cell_classes.png
The bar under the picture is 20 um long.
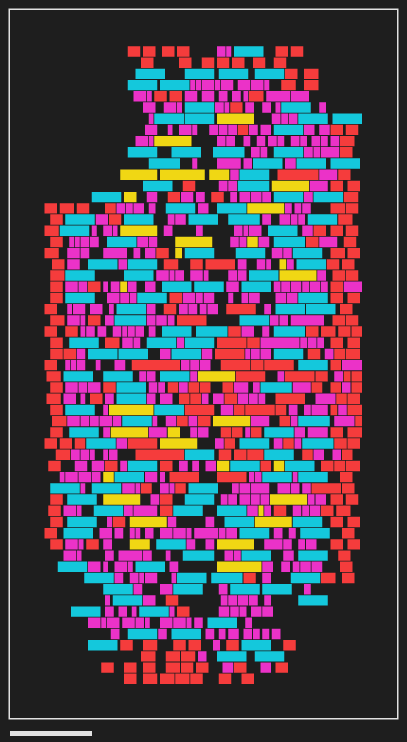
clock_map.png
The bar under the picture is 20 um long.
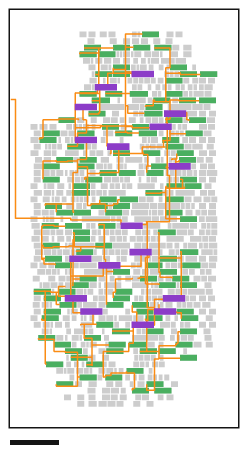
pdn.png
Pins as bars on the die edge. Tap cells in grey.
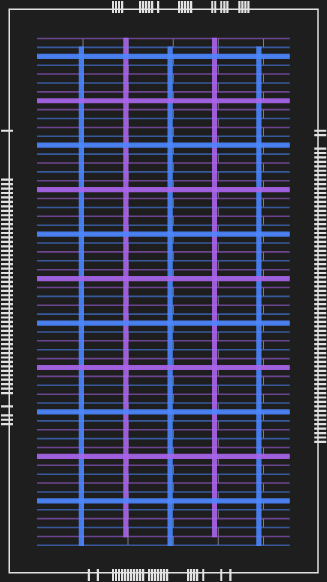
### src/rtl/demux_1to4_stream_pkg.sv
// Shared constants and helpers for the 1-to-4 stream demultiplexer.
package demux_1to4_stream_pkg;

   localparam int NUM_PORTS = 4;
   localparam int SEL_W     = 2;

   // One-hot decode of a destination index into a per-port strobe vector.
   function automatic logic [NUM_PORTS-1:0] onehot_decode(input logic [SEL_W-1:0] sel);
      logic [NUM_PORTS-1:0] dec;
      dec = '0;
      for (int i = 0; i < NUM_PORTS; i++) begin
         dec[i] = (sel == SEL_W'(i));
      end
      return dec;
   endfunction

endpackage

### src/rtl/stream_slot_reg.sv
// One-entry valid/ready holding register: load, drain or hold each cycle.
module stream_slot_reg #(
   parameter int WIDTH = 32
) (
   input  logic             clk,
   input  logic             srst,
   input  logic             load,
   input  logic [WIDTH-1:0] load_data,
   input  logic             drain,
   output logic             full,
   output logic [WIDTH-1:0] data
);

   logic             full_reg;
   logic [WIDTH-1:0] data_reg;

   // A load wins over a drain so a beat can be replaced while it leaves (full throughput).
   always_ff @(posedge clk) begin
      if (srst) begin
         full_reg <= 1'b0;
         data_reg <= '0;
      end else if (load) begin
         full_reg <= 1'b1;
         data_reg <= load_data;
      end else if (drain && full_reg) begin
         full_reg <= 1'b0;
      end
   end

   assign full = full_reg;
   assign data = data_reg;

endmodule

### src/rtl/demux_1to4_stream.sv
// Routes each accepted input beat to one of four one-entry output buffers.
module demux_1to4_stream
   import demux_1to4_stream_pkg::*;
#(
   parameter int WIDTH = 32
) (
   input  logic                 i_Clock,
   input  logic                 i_Reset,
   input  logic [SEL_W-1:0]     i_Select,
   input  logic [WIDTH-1:0]     i_Data,
   input  logic                 i_Valid,
   output logic                 o_Ready,
   output logic [WIDTH-1:0]     o_Data0,
   output logic [WIDTH-1:0]     o_Data1,
   output logic [WIDTH-1:0]     o_Data2,
   output logic [WIDTH-1:0]     o_Data3,
   output logic [NUM_PORTS-1:0] o_Valid,
   input  logic [NUM_PORTS-1:0] i_Ready
);

   logic [NUM_PORTS-1:0] full;
   logic [NUM_PORTS-1:0] load_vec;
   logic [WIDTH-1:0]     slot_data [NUM_PORTS];
   logic                 in_xfer;

   // Only the addressed buffer matters for acceptance, so a stalled port never
   // blocks beats headed elsewhere. Ready never looks at i_Valid.
   assign o_Ready  = ~i_Reset & (~full[i_Select] | i_Ready[i_Select]);
   assign in_xfer  = i_Valid & o_Ready;
   assign load_vec = in_xfer ? onehot_decode(i_Select) : '0;

   generate
      for (genvar gi = 0; gi < NUM_PORTS; gi++) begin : g_slot
         stream_slot_reg #(
            .WIDTH(WIDTH)
         ) u_slot (
            .clk      (i_Clock),
            .srst     (i_Reset),
            .load     (load_vec[gi]),
            .load_data(i_Data),
            .drain    (i_Ready[gi]),
            .full     (full[gi]),
            .data     (slot_data[gi])
         );
      end
   endgenerate

   assign o_Valid = full;
   assign o_Data0 = slot_data[0];
   assign o_Data1 = slot_data[1];
   assign o_Data2 = slot_data[2];
   assign o_Data3 = slot_data[3];

endmodule

### config.mk
export PLATFORM = sky130hd
export DESIGN_NAME = demux_1to4_stream
export DESIGN_NICKNAME = d
export VERILOG_FILES = /design/src/rtl/demux_1to4_stream_pkg.sv /design/src/rtl/stream_slot_reg.sv /design/src/rtl/demux_1to4_stream.sv
export SDC_FILE = /design/constraint.sdc
export NUM_CORES = 1
export LEC_CHECK = 0
export CAP_MARGIN = 20
export CORE_ASPECT_RATIO = 2
export CORE_MARGIN = 8
export CORE_UTILIZATION = 47
export CTS_CLUSTER_SIZE = 12
export DETAILED_ROUTE_END_ITERATION = 10
export PLACE_DENSITY = 0.87
export SETUP_SLACK_MARGIN = 0.2
export SLEW_MARGIN = 20
export SYNTH_ARGS = -nofsm -noshare
export SYNTH_HDL_FRONTEND = slang
export SYNTH_SLANG_ARGS = --single-unit
### constraint.sdc
create_clock -name i_Clock -period 1.66 [get_ports i_Clock]
set_input_delay 0.332 -clock i_Clock [delete_from_list [all_inputs] [get_ports i_Clock]]
set_output_delay 0.332 -clock i_Clock [all_outputs]
set_load 0.005 [all_outputs]
==> impl_metrics.env <==
# source this file to load flow results
export IMPL_die_y_um=171.9
export IMPL_synth_seq_area_share=0.4625
export IMPL_synthMostInstantiatedCell="dfxtp_1"
export IMPL_core_rowCount=57
export IMPL_number_of_setup_violations_in_the_final_report=1
export IMPL_yosysUniqueCellTypes=24
export IMPL_failed_checks="negative setup slack"
export IMPL_grt_start_max_net_pins=65
export IMPL_crit_reg2reg_launch="g_slot[1].u_slot.full$_SDFFE_PP0P_"
export IMPL_yosys_mux_area_fraction=0.003942
export IMPL_finalWorstSetupSlack_ns=-0.2133
export IMPL_max_slew_worst_pin_slew_ns=0.6102
export IMPL_dr_total_vias=6417
export IMPL_timing_final_crit_period_ns=1.873
export IMPL_depth_of_the_worst_register_to_register_path=5
export IMPL_postcts_setup_bufs=4
export IMPL_highest_clock_frequency_the_design_can_meet_ghz=0.5338
export IMPL_critical_path_capture_point_type="output pin"
export IMPL_min_delay_path_class="reg2reg"
export IMPL_timing_worst_setup_path_type="reg2out"
export IMPL_max_ffs_per_register=128
export IMPL_die_x_um=93.96
export IMPL_grt_antenna_before_repair=0
export IMPL_ys_warn_count=0
export IMPL_growth_of_design_area_from_synthesis_to_finish_pct=46.63
export IMPL_timing_critical_path_slowest_cell_delay_ns=0.47
export IMPL_grt_remaining_overflow=0
export IMPL_status="finished with violations"
export IMPL_placer_congestion=0.8485
export IMPL_whs_ns=0.4633
export IMPL_total_leakage_power_uw=0.003711
export IMPL_endpoint="o_Ready"
export IMPL_dp_slack_ns=-0.6332
About cell_classes.png:
Key: red = other buffers and delay cells [cells 224, share of their area 27%]; yellow = clock drivers and dummy loads [cells 32, share of their area 7.5%]; magenta = all other logic [cells 408, share of their area 33%]; cyan = flip-flops [cells 132, share of their area 32%]

About clock_map.png:
Key: orange = clock wires [length 1,570 um]; green = flip-flops [count 132]; purple = cells driving clock nets [count 17]
There are 18 routed clock nets.

About pdn.png:
Key: purple = VDD; blue = VSS
The core has 57 rows. 58 met1 rails follow the rows. 11 straps on met5.

## area by class of cell
class                           instances  area, um2
Clock inverter                         12      153.9
Clock buffer                           20      456.7
Multi-Input combinational cell        406       2710
Sequential cell                       132       2659
Tap cell                              147      183.9
Inverter                                2      10.01
Timing Repair Buffer                  224       2203
Fill cell                             906       3605
## power groups by stage
stage          Clock, uW  Sequential (uW)  Combinational (uW)
6_report            3850             3320                 871
3_3_place_gp           0             3380                 840
5_1_grt             4030             3330                 918
4_1_cts             3870             3310                 836
2_1_floorplan          0             3380                 355
3_5_place_dp           0             3380                 852
## metal layers
layer | vias up | GRT usage | wire length [um]
met2 | 491 | 0.4153 | 10280
met3 | 91 | 0.08696 | 2755
met5 | - | 0 | 0
li1 | 2805 | - | -
met4 | 0 | 0.1251 | 873
met1 | 3030 | 0.3381 | 8471
## placed cells by master (no fill, tap or decap), types with 2 or more instances in the layout
cell type        netlist  routed
dfxtp_1              132     119
nand2_1               64      64
bufinv_16              0       3
clkdlybuf4s50_1        0      32
nor2b_4                0       4
clkbuf_8               0       2
nand2b_1               4       4
clkinvlp_4             0       3
buf_4                  4      32
nand4_1              128     128
o31ai_2                0      10
o311ai_0              36      20
a21oi_1               68      68
dlygate4sd2_1          0     134
buf_2                 18       2
nand3_1                2       2
bufbuf_16              0       2
clkinv_2               0       3
dfxtp_2                0      13
nand3b_1               3       3
clkbuf_16              0      17
buf_12                 0      16
o311ai_1              26      37
clkdlybuf4s15_1        0       3
clkinv_4               0       2
o311ai_2               2       6
o31ai_1               64      54
## tightest hold or removal path, stage by stage, from the launching register on
cell      delay [ns]
dfxtp_1         0.31
o311ai_1        0.06
nand2_1         0.05
Power is estimated from default activity; no workload was simulated.
